==> images/cell_density.png <==
The bar under the picture is 20 um long. 8 x 8 tiles, from black (low) to pale yellow (high), 0 to 100% covered.
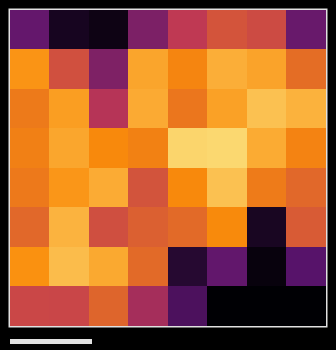
==> images/io_fan.png <==
The bar under the picture is 20 um long.
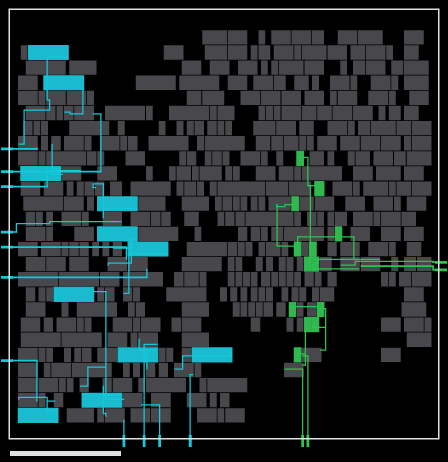
--- config.mk ---
export PLATFORM = sky130hd
export DESIGN_NAME = max_search_sched_flat
export DESIGN_NICKNAME = d
export VERILOG_FILES = /design/src/rtl/max_search_sched_if.sv /design/src/rtl/max_search_sched.sv /design/src/flat_wrapper.sv
export SDC_FILE = /design/constraint.sdc
export NUM_CORES = 1
export LEC_CHECK = 0
export ABC_AREA = 1
export CORE_MARGIN = 1
export CORE_UTILIZATION = 35
export CTS_CLUSTER_DIAMETER = 100
export DETAILED_ROUTE_END_ITERATION = 12
export GPL_TIMING_DRIVEN = 0
export MAX_ROUTING_LAYER = met4
export PLACE_DENSITY = 0.87
export REMOVE_ABC_BUFFERS = 1
export SLEW_MARGIN = 10
export SYNTH_ARGS = -nofsm -noshare
export SYNTH_HDL_FRONTEND = slang
export SYNTH_SLANG_ARGS = --single-unit
--- constraint.sdc ---
create_clock -name clk -period 2.2 [get_ports clk]
set_input_delay 0.33 -clock clk [delete_from_list [all_inputs] [get_ports clk]]
set_output_delay 0.33 -clock clk [all_outputs]
set_load 0.005 [all_outputs]
--- src/rtl/max_search_sched_if.sv ---
// Bundle of the requester, engine and result handshakes around max_search_sched.
// master: the scheduler's view. slave: the view of the surrounding sources,
// engine and result consumer.
interface max_search_sched_if #(
  parameter int NUM_REQ     = 4,
  parameter int DATA_WIDTH  = 11,
  parameter int INDEX_WIDTH = 14,
  parameter int ID_WIDTH    = 2
);
  // Requester streams (flattened, requester i at [i*DATA_WIDTH +: DATA_WIDTH])
  logic [NUM_REQ-1:0]            req_valid;
  logic [NUM_REQ-1:0]            req_ready;
  logic [NUM_REQ*DATA_WIDTH-1:0] req_data;
  logic [NUM_REQ-1:0]            req_last;
  // Stream towards the shared engine
  logic                          eng_valid;
  logic                          eng_ready;
  logic [DATA_WIDTH-1:0]         eng_data;
  logic                          eng_last;
  // Result coming back from the engine
  logic                          eng_res_valid;
  logic                          eng_res_ready;
  logic [DATA_WIDTH-1:0]         eng_max_data;
  logic [INDEX_WIDTH-1:0]        eng_max_index;
  // Tagged result to the consumer
  logic                          res_valid;
  logic                          res_ready;
  logic [ID_WIDTH-1:0]           res_id;
  logic [DATA_WIDTH-1:0]         res_max_data;
  logic [INDEX_WIDTH-1:0]        res_max_index;

  modport master (
    input  req_valid, req_data, req_last,
    input  eng_ready, eng_res_valid, eng_max_data, eng_max_index,
    input  res_ready,
    output req_ready,
    output eng_valid, eng_data, eng_last, eng_res_ready,
    output res_valid, res_id, res_max_data, res_max_index
  );

  modport slave (
    output req_valid, req_data, req_last,
    output eng_ready, eng_res_valid, eng_max_data, eng_max_index,
    output res_ready,
    input  req_ready,
    input  eng_valid, eng_data, eng_last, eng_res_ready,
    input  res_valid, res_id, res_max_data, res_max_index
  );
endinterface

--- src/rtl/max_search_sched.sv ---
// Round-robin scheduler sharing one streaming max-search engine among NUM_REQ
// frame sources. One frame in flight; the grant is held until the granted
// source's last beat, then the engine result is returned tagged with the ID.
// Optional feature: define MAX_SCHED_LEN_CHECK_EN to cut frames longer than
// DATA_NUM beats (forced eng_last, remaining beats dropped, sticky err_len).
// The interface instance must be built with the same NUM_REQ, DATA_WIDTH,
// INDEX_WIDTH and ID_WIDTH as this module.
module max_search_sched #(
  parameter int NUM_REQ     = 4,
  parameter int DATA_WIDTH  = 11,
  parameter int DATA_NUM    = 15486,
  parameter int INDEX_WIDTH = $clog2(DATA_NUM),
  parameter int ID_WIDTH    = $clog2(NUM_REQ)
) (
  input  logic                  clk,
  input  logic                  rst_n,
  max_search_sched_if.master    bus,
  output logic                  busy,
  output logic                  err_len
);

  typedef enum logic [2:0] {
    S_IDLE     = 3'd0,
    S_GRANT    = 3'd1,
    S_STREAM   = 3'd2,
    S_WAIT_RES = 3'd3,
    S_OUT      = 3'd4
`ifdef MAX_SCHED_LEN_CHECK_EN
    , S_DISCARD = 3'd5
`endif
  } state_t;

  state_t                  state_q, state_d;
  logic [ID_WIDTH-1:0]     grant_q, grant_d;
  logic [ID_WIDTH-1:0]     last_grant_q, last_grant_d;
  logic [ID_WIDTH-1:0]     res_id_q, res_id_d;
  logic [DATA_WIDTH-1:0]   res_max_data_q, res_max_data_d;
  logic [INDEX_WIDTH-1:0]  res_max_index_q, res_max_index_d;
  logic                    res_valid_q, res_valid_d;
  logic                    eng_res_ready_q, eng_res_ready_d;
  logic                    busy_q, busy_d;

`ifdef MAX_SCHED_LEN_CHECK_EN
  localparam int CNT_W = INDEX_WIDTH + 1;
  logic [CNT_W-1:0]        beat_cnt_q, beat_cnt_d;
  logic                    err_len_q, err_len_d;
  logic                    force_last;
  logic                    in_discard;
`endif

  logic [DATA_WIDTH-1:0]   lane_data [NUM_REQ];
  logic [DATA_WIDTH-1:0]   sel_data;
  logic                    sel_valid;
  logic                    sel_last;
  logic                    in_stream;
  logic                    grant_ready;
  logic                    stream_hs;
  logic [ID_WIDTH-1:0]     pick;
  logic                    any_req;

  // Unpack the flattened requester data into one lane per source
  generate
    for (genvar gi = 0; gi < NUM_REQ; gi++) begin : g_lane
      assign lane_data[gi] = bus.req_data[gi*DATA_WIDTH +: DATA_WIDTH];
    end
  endgenerate

  assign sel_data  = lane_data[grant_q];
  assign sel_valid = bus.req_valid[grant_q];
  assign sel_last  = bus.req_last[grant_q];
  assign in_stream = (state_q == S_STREAM);

`ifdef MAX_SCHED_LEN_CHECK_EN
  // The DATA_NUM-th accepted beat is the last one the engine may see
  assign force_last  = (beat_cnt_q == CNT_W'(DATA_NUM - 1));
  assign in_discard  = (state_q == S_DISCARD);
  assign grant_ready = in_stream ? bus.eng_ready : in_discard;
  assign bus.eng_last = in_stream & (sel_last | force_last);
  assign err_len     = err_len_q;
`else
  assign grant_ready = in_stream & bus.eng_ready;
  assign bus.eng_last = in_stream & sel_last;
  assign err_len     = 1'b0;
`endif

  // Stream path is pure combinational muxing so STREAM has no bubbles
  assign bus.eng_valid = in_stream & sel_valid;
  assign bus.eng_data  = in_stream ? sel_data : '0;
  assign stream_hs     = bus.eng_valid & bus.eng_ready;

  // Only the granted requester ever sees ready
  generate
    for (genvar gi = 0; gi < NUM_REQ; gi++) begin : g_ready
      assign bus.req_ready[gi] = (grant_q == ID_WIDTH'(gi)) & grant_ready;
    end
  endgenerate

  assign bus.res_valid     = res_valid_q;
  assign bus.res_id        = res_id_q;
  assign bus.res_max_data  = res_max_data_q;
  assign bus.res_max_index = res_max_index_q;
  assign bus.eng_res_ready = eng_res_ready_q;
  assign busy              = busy_q;

  // Round-robin pick: first valid requester after last_grant, wrapping
  always_comb begin
    int cand;
    cand    = 0;
    pick    = '0;
    any_req = |bus.req_valid;
    // Walk from the farthest candidate down so the nearest one wins
    for (int k = NUM_REQ - 1; k >= 0; k--) begin
      cand = int'(last_grant_q) + 1 + k;
      if (cand >= NUM_REQ) cand = cand - NUM_REQ;
      if (bus.req_valid[cand]) pick = ID_WIDTH'(cand);
    end
  end

  // Next-state and next-register computation for the frame FSM
  always_comb begin
    state_d         = state_q;
    grant_d         = grant_q;
    last_grant_d    = last_grant_q;
    res_id_d        = res_id_q;
    res_max_data_d  = res_max_data_q;
    res_max_index_d = res_max_index_q;
`ifdef MAX_SCHED_LEN_CHECK_EN
    beat_cnt_d      = beat_cnt_q;
    err_len_d       = err_len_q;
`endif
    case (state_q)
      S_IDLE: begin
        if (any_req) begin
          grant_d = pick;
          state_d = S_GRANT;
        end
      end
      S_GRANT: begin
`ifdef MAX_SCHED_LEN_CHECK_EN
        beat_cnt_d = '0;
`endif
        state_d = S_STREAM;
      end
      S_STREAM: begin
        if (stream_hs) begin
          if (sel_last) begin
            state_d = S_WAIT_RES;
          end
`ifdef MAX_SCHED_LEN_CHECK_EN
          else if (force_last) begin
            err_len_d = 1'b1;
            state_d   = S_DISCARD;
          end
          beat_cnt_d = beat_cnt_q + CNT_W'(1);
`endif
        end
      end
`ifdef MAX_SCHED_LEN_CHECK_EN
      S_DISCARD: begin
        // Ready is forced high here, so valid alone is a handshake
        if (sel_valid && sel_last) state_d = S_WAIT_RES;
      end
`endif
      S_WAIT_RES: begin
        if (bus.eng_res_valid) begin
          res_max_data_d  = bus.eng_max_data;
          res_max_index_d = bus.eng_max_index;
          res_id_d        = grant_q;
          state_d         = S_OUT;
        end
      end
      S_OUT: begin
        if (bus.res_ready) begin
          last_grant_d = grant_q;
          state_d      = S_IDLE;
        end
      end
      default: state_d = S_IDLE;
    endcase
    // Status outputs are registered copies decoded from the next state
    busy_d          = (state_d != S_IDLE);
    eng_res_ready_d = (state_d == S_WAIT_RES);
    res_valid_d     = (state_d == S_OUT);
  end

  // State and output registers with synchronous active-low reset
  always_ff @(posedge clk) begin
    if (!rst_n) begin
      state_q         <= S_IDLE;
      grant_q         <= '0;
      last_grant_q    <= ID_WIDTH'(NUM_REQ - 1);
      res_id_q        <= '0;
      res_max_data_q  <= '0;
      res_max_index_q <= '0;
      res_valid_q     <= 1'b0;
      eng_res_ready_q <= 1'b0;
      busy_q          <= 1'b0;
`ifdef MAX_SCHED_LEN_CHECK_EN
      beat_cnt_q      <= '0;
      err_len_q       <= 1'b0;
`endif
    end else begin
      state_q         <= state_d;
      grant_q         <= grant_d;
      last_grant_q    <= last_grant_d;
      res_id_q        <= res_id_d;
      res_max_data_q  <= res_max_data_d;
      res_max_index_q <= res_max_index_d;
      res_valid_q     <= res_valid_d;
      eng_res_ready_q <= eng_res_ready_d;
      busy_q          <= busy_d;
`ifdef MAX_SCHED_LEN_CHECK_EN
      beat_cnt_q      <= beat_cnt_d;
      err_len_q       <= err_len_d;
`endif
    end
  end

endmodule

--- src/flat_wrapper.sv ---
// flat-port wrapper written by rule: the top's interface ports become plain ports
module max_search_sched_flat 
#(
  parameter int NUM_REQ     = 4,
  parameter int DATA_WIDTH  = 11,
  parameter int DATA_NUM    = 15486,
  parameter int INDEX_WIDTH = $clog2(DATA_NUM),
  parameter int ID_WIDTH    = $clog2(NUM_REQ)
)
  (clk, rst_n, busy, err_len, bus_req_valid, bus_req_data, bus_req_last, bus_eng_ready, bus_eng_res_valid, bus_eng_max_data, bus_eng_max_index, bus_res_ready, bus_req_ready, bus_eng_valid, bus_eng_data, bus_eng_last, bus_eng_res_ready, bus_res_valid, bus_res_id, bus_res_max_data, bus_res_max_index);
  max_search_sched_if #(.NUM_REQ(NUM_REQ), .DATA_WIDTH(DATA_WIDTH), .INDEX_WIDTH(INDEX_WIDTH), .ID_WIDTH(ID_WIDTH)) bus_i ();
  input  logic clk;
  input  logic rst_n;
  output logic busy;
  output logic err_len;
  input wire logic [$bits(bus_i.req_valid)-1:0] bus_req_valid;
  input wire logic [$bits(bus_i.req_data)-1:0] bus_req_data;
  input wire logic [$bits(bus_i.req_last)-1:0] bus_req_last;
  input wire logic [$bits(bus_i.eng_ready)-1:0] bus_eng_ready;
  input wire logic [$bits(bus_i.eng_res_valid)-1:0] bus_eng_res_valid;
  input wire logic [$bits(bus_i.eng_max_data)-1:0] bus_eng_max_data;
  input wire logic [$bits(bus_i.eng_max_index)-1:0] bus_eng_max_index;
  input wire logic [$bits(bus_i.res_ready)-1:0] bus_res_ready;
  output wire logic [$bits(bus_i.req_ready)-1:0] bus_req_ready;
  output wire logic [$bits(bus_i.eng_valid)-1:0] bus_eng_valid;
  output wire logic [$bits(bus_i.eng_data)-1:0] bus_eng_data;
  output wire logic [$bits(bus_i.eng_last)-1:0] bus_eng_last;
  output wire logic [$bits(bus_i.eng_res_ready)-1:0] bus_eng_res_ready;
  output wire logic [$bits(bus_i.res_valid)-1:0] bus_res_valid;
  output wire logic [$bits(bus_i.res_id)-1:0] bus_res_id;
  output wire logic [$bits(bus_i.res_max_data)-1:0] bus_res_max_data;
  output wire logic [$bits(bus_i.res_max_index)-1:0] bus_res_max_index;
  assign bus_i.req_valid = bus_req_valid;
  assign bus_i.req_data = bus_req_data;
  assign bus_i.req_last = bus_req_last;
  assign bus_i.eng_ready = bus_eng_ready;
  assign bus_i.eng_res_valid = bus_eng_res_valid;
  assign bus_i.eng_max_data = bus_eng_max_data;
  assign bus_i.eng_max_index = bus_eng_max_index;
  assign bus_i.res_ready = bus_res_ready;
  assign bus_req_ready = bus_i.req_ready;
  assign bus_eng_valid = bus_i.eng_valid;
  assign bus_eng_data = bus_i.eng_data;
  assign bus_eng_last = bus_i.eng_last;
  assign bus_eng_res_ready = bus_i.eng_res_ready;
  assign bus_res_valid = bus_i.res_valid;
  assign bus_res_id = bus_i.res_id;
  assign bus_res_max_data = bus_i.res_max_data;
  assign bus_res_max_index = bus_i.res_max_index;
  max_search_sched #(.NUM_REQ(NUM_REQ), .DATA_WIDTH(DATA_WIDTH), .DATA_NUM(DATA_NUM), .INDEX_WIDTH(INDEX_WIDTH), .ID_WIDTH(ID_WIDTH)) u_core (.clk(clk), .rst_n(rst_n), .bus(bus_i), .busy(busy), .err_len(err_len));
endmodule
==> flow_summary.toml <==
# generated from flow reports
[outcome]
outcome = "completed"

[worst_setup_path]
crit_path_max_incr_delay_ps = 530
r2r-start = "u_core.state_q[1]"
arrival_ps = 1830
r2r_slack_ps = 380
critPathCaptureType = "output pin"
crit_required_ps = 1870
worstSetupEndpoint = "bus_eng_data[10]"
r2r-end = "u_core.busy"
crit_slowest_cell = "clkdlybuf4s50_1"
critPathLaunch = "u_core.grant_q[0]"
crit_type = "register to output pin"
worstPathMaxFanout = 6

[grt]
busiest_layer = "met2"
use_met1_pct = 23.2
grtUsageMet3_pct = 8.57
grt_pass1_vias = 2419
antenna_found_initial = 0

[power_and_ir_drop]
p_sw_share_pct = 28.2
power.internal_w = 0.00128
leakage_nw = 1.68
combPwrFrac_pct = 32.2
p_seq_share_pct = 41.2
vdd_drop_max_mv = 0.496

[drt]
post_drt_via_cell_ratio = 5.03
wl_met2_um = 3420
first_iter_violations = 142
routed_wirelength_um = 7010
drt-wirelength-per-cell_um = 13.8
drt_first_pass_iters = 4
drc = 0
wl_met1_um = 2700
drtAntennaViolNets = 0
highest-signal-layer = "met4"

[clocking]
cts.sinks = 37
clkTransAtPathRegs_ps = 70
cts_buffers = 5
clk_latency_ps = 290
cts_root_buffer = "clkbuf_8"
cts_tree = "yes"
clock_path_buffers = 2

[layout]
final-nonclk-buf-share_pct = 40.1
num-multi-input-gates = 233
drive_gt1_share_pct = 8.45
buffers = 139
fill_cells = 438
flop-count = 37
comb_share_pct = 31.3
diodes = 0
lay_top_cells = "clkdlybuf4s50_1, nand2_1, nor2_1"
sh_seq_area_pct = 21.2
largestClassByArea = "non-clock buffers"
inverters = 22
syn2layout_area_growth_pct = 79.0
final-seq-area_um2 = 748
n_clock_buffer = 7
fin_nets = 520

[final_timing]
finalHoldViolCount = 0
finalCriticalPeriod_ps = 2160
fin_tns_setup_ps = 0
fmax_ghz = 0.464
drv_slew = 0
finClkSkew_ps = 3.88
hold_slack_ps = 516

[logic_synthesis]
ys_types = 25
ys_top_logic_family = "simple AND/OR/NAND/NOR gates"
ys_sh_aoi_pct = 18.9
synthCells = 308
xor_share_pct = 0
netlist_area_mm2 = 0.00197
synth_warnings = 0
postSynthAreaPerCell_um2 = 6.39
ys_ff = 37
top_area_share_pct = 37.6
mux_area_share_pct = 0
simple_gate_share_pct = 34.3
yosysTopAreaCell = "dfxtp_1"
yosys.stat.seqShare_pct = 37.6
ys_cells = 308

[hold_path]
hp-start = "u_core.bus.res_max_index[8]"
min_path_type = "register to register"
hold_depth = 2

[floorplan]
die_h_um = 77.0
die_w_um = 77.0

[place]
dp_hpwl_um = 4750
dpl.cell_count = 489
globalplace.congestion = 0.925
Notes on cell_density.png above:
tiles over 75% full: 31%
mean over tiles: 58%
fullest tile: 91%
Core Region: 0.00527 mm2
Util after Layout: 66.9%
fp util: 37.4%

Notes on io_fan.png above:
[bus_req_valid] green | bits: 4 | direction: input | edge: 2 east, 2 south | end cells: 13 | buffers: 4 | wire: 169 um
[bus_res_max_data] cyan | bits: 11 | direction: output | edge: 7 west, 4 south | end cells: 11 | buffers: 11 | wire: 332 um
PortBufs: 128
io pins: 130

critical path, delay by kind of cell (launching register included):
family	cells	cell delay [ps]
buf+inv	3	760
flops	1	400
compound gates	2	260
simple gates	1	120
cell usage after synthesis:
library cell  number
o21ai_1            2
o31ai_1            1
dfxtp_1           37
a31oi_1           11
a21boi_1           1
nand2_1           84
nor3_1             2
nand4_1            2
nor2_4             2
inv_1             18
nand2_2            1
a22oi_1           11
nor2_2             4
conb_1             1
inv_2              4
o211ai_1           2
nand3_1           11
buf_4              3
nor2_1            61
o21ai_0           29
buf_6              1
clkbuf_1           2
buf_1              1
buf_2             10
a21oi_1            7
power by group through the flow:
stage	Sequential, W	Combinational, W	Clock (W)
6_report	0.000735	0.000575	0.000475
3_5_place_dp	0.000747	0.000495	0
4_1_cts	0.000734	0.000533	0.000488
5_1_grt	0.000739	0.000626	0.000513
2_1_floorplan	0.000746	0.000195	0
3_3_place_gp	0.000745	0.000485	0
timing repair:
| item | CTS | global route |
|---|---|---|
| setup buffers | 5 | 6 |
| resized | 10 | 18 |
| gates cloned | 0 | 1 |
| pin swaps | 2 | 4 |
| setup endpoints to repair | 28 | 15 |
| hold endpoints to repair | 0 | 0 |
metrics by stage:
stage	cell area, um2	power, W	worst slack [ps]
after floorplan	1870	0.000942	531
after global placement	3240	0.00123	-417
after detailed placement	3240	0.00124	-360
after CTS	3420	0.00176	-46.1
after global routing	3530	0.00188	-15.2
final	3530	0.00179	43.2
state kept, by name (all words and copies together) (netlist names):
name and flops:
u_core.grant_q 2, u_core.bus.eng_res_ready 1, u_core.busy 1, u_core.bus.res_max_data 11
u_core.last_grant_q 2, u_core.bus.res_id 2, u_core.state_q 3, u_core.bus.res_max_index 14
u_core.bus.res_valid 1
Power and IR drop assume default switching activity.
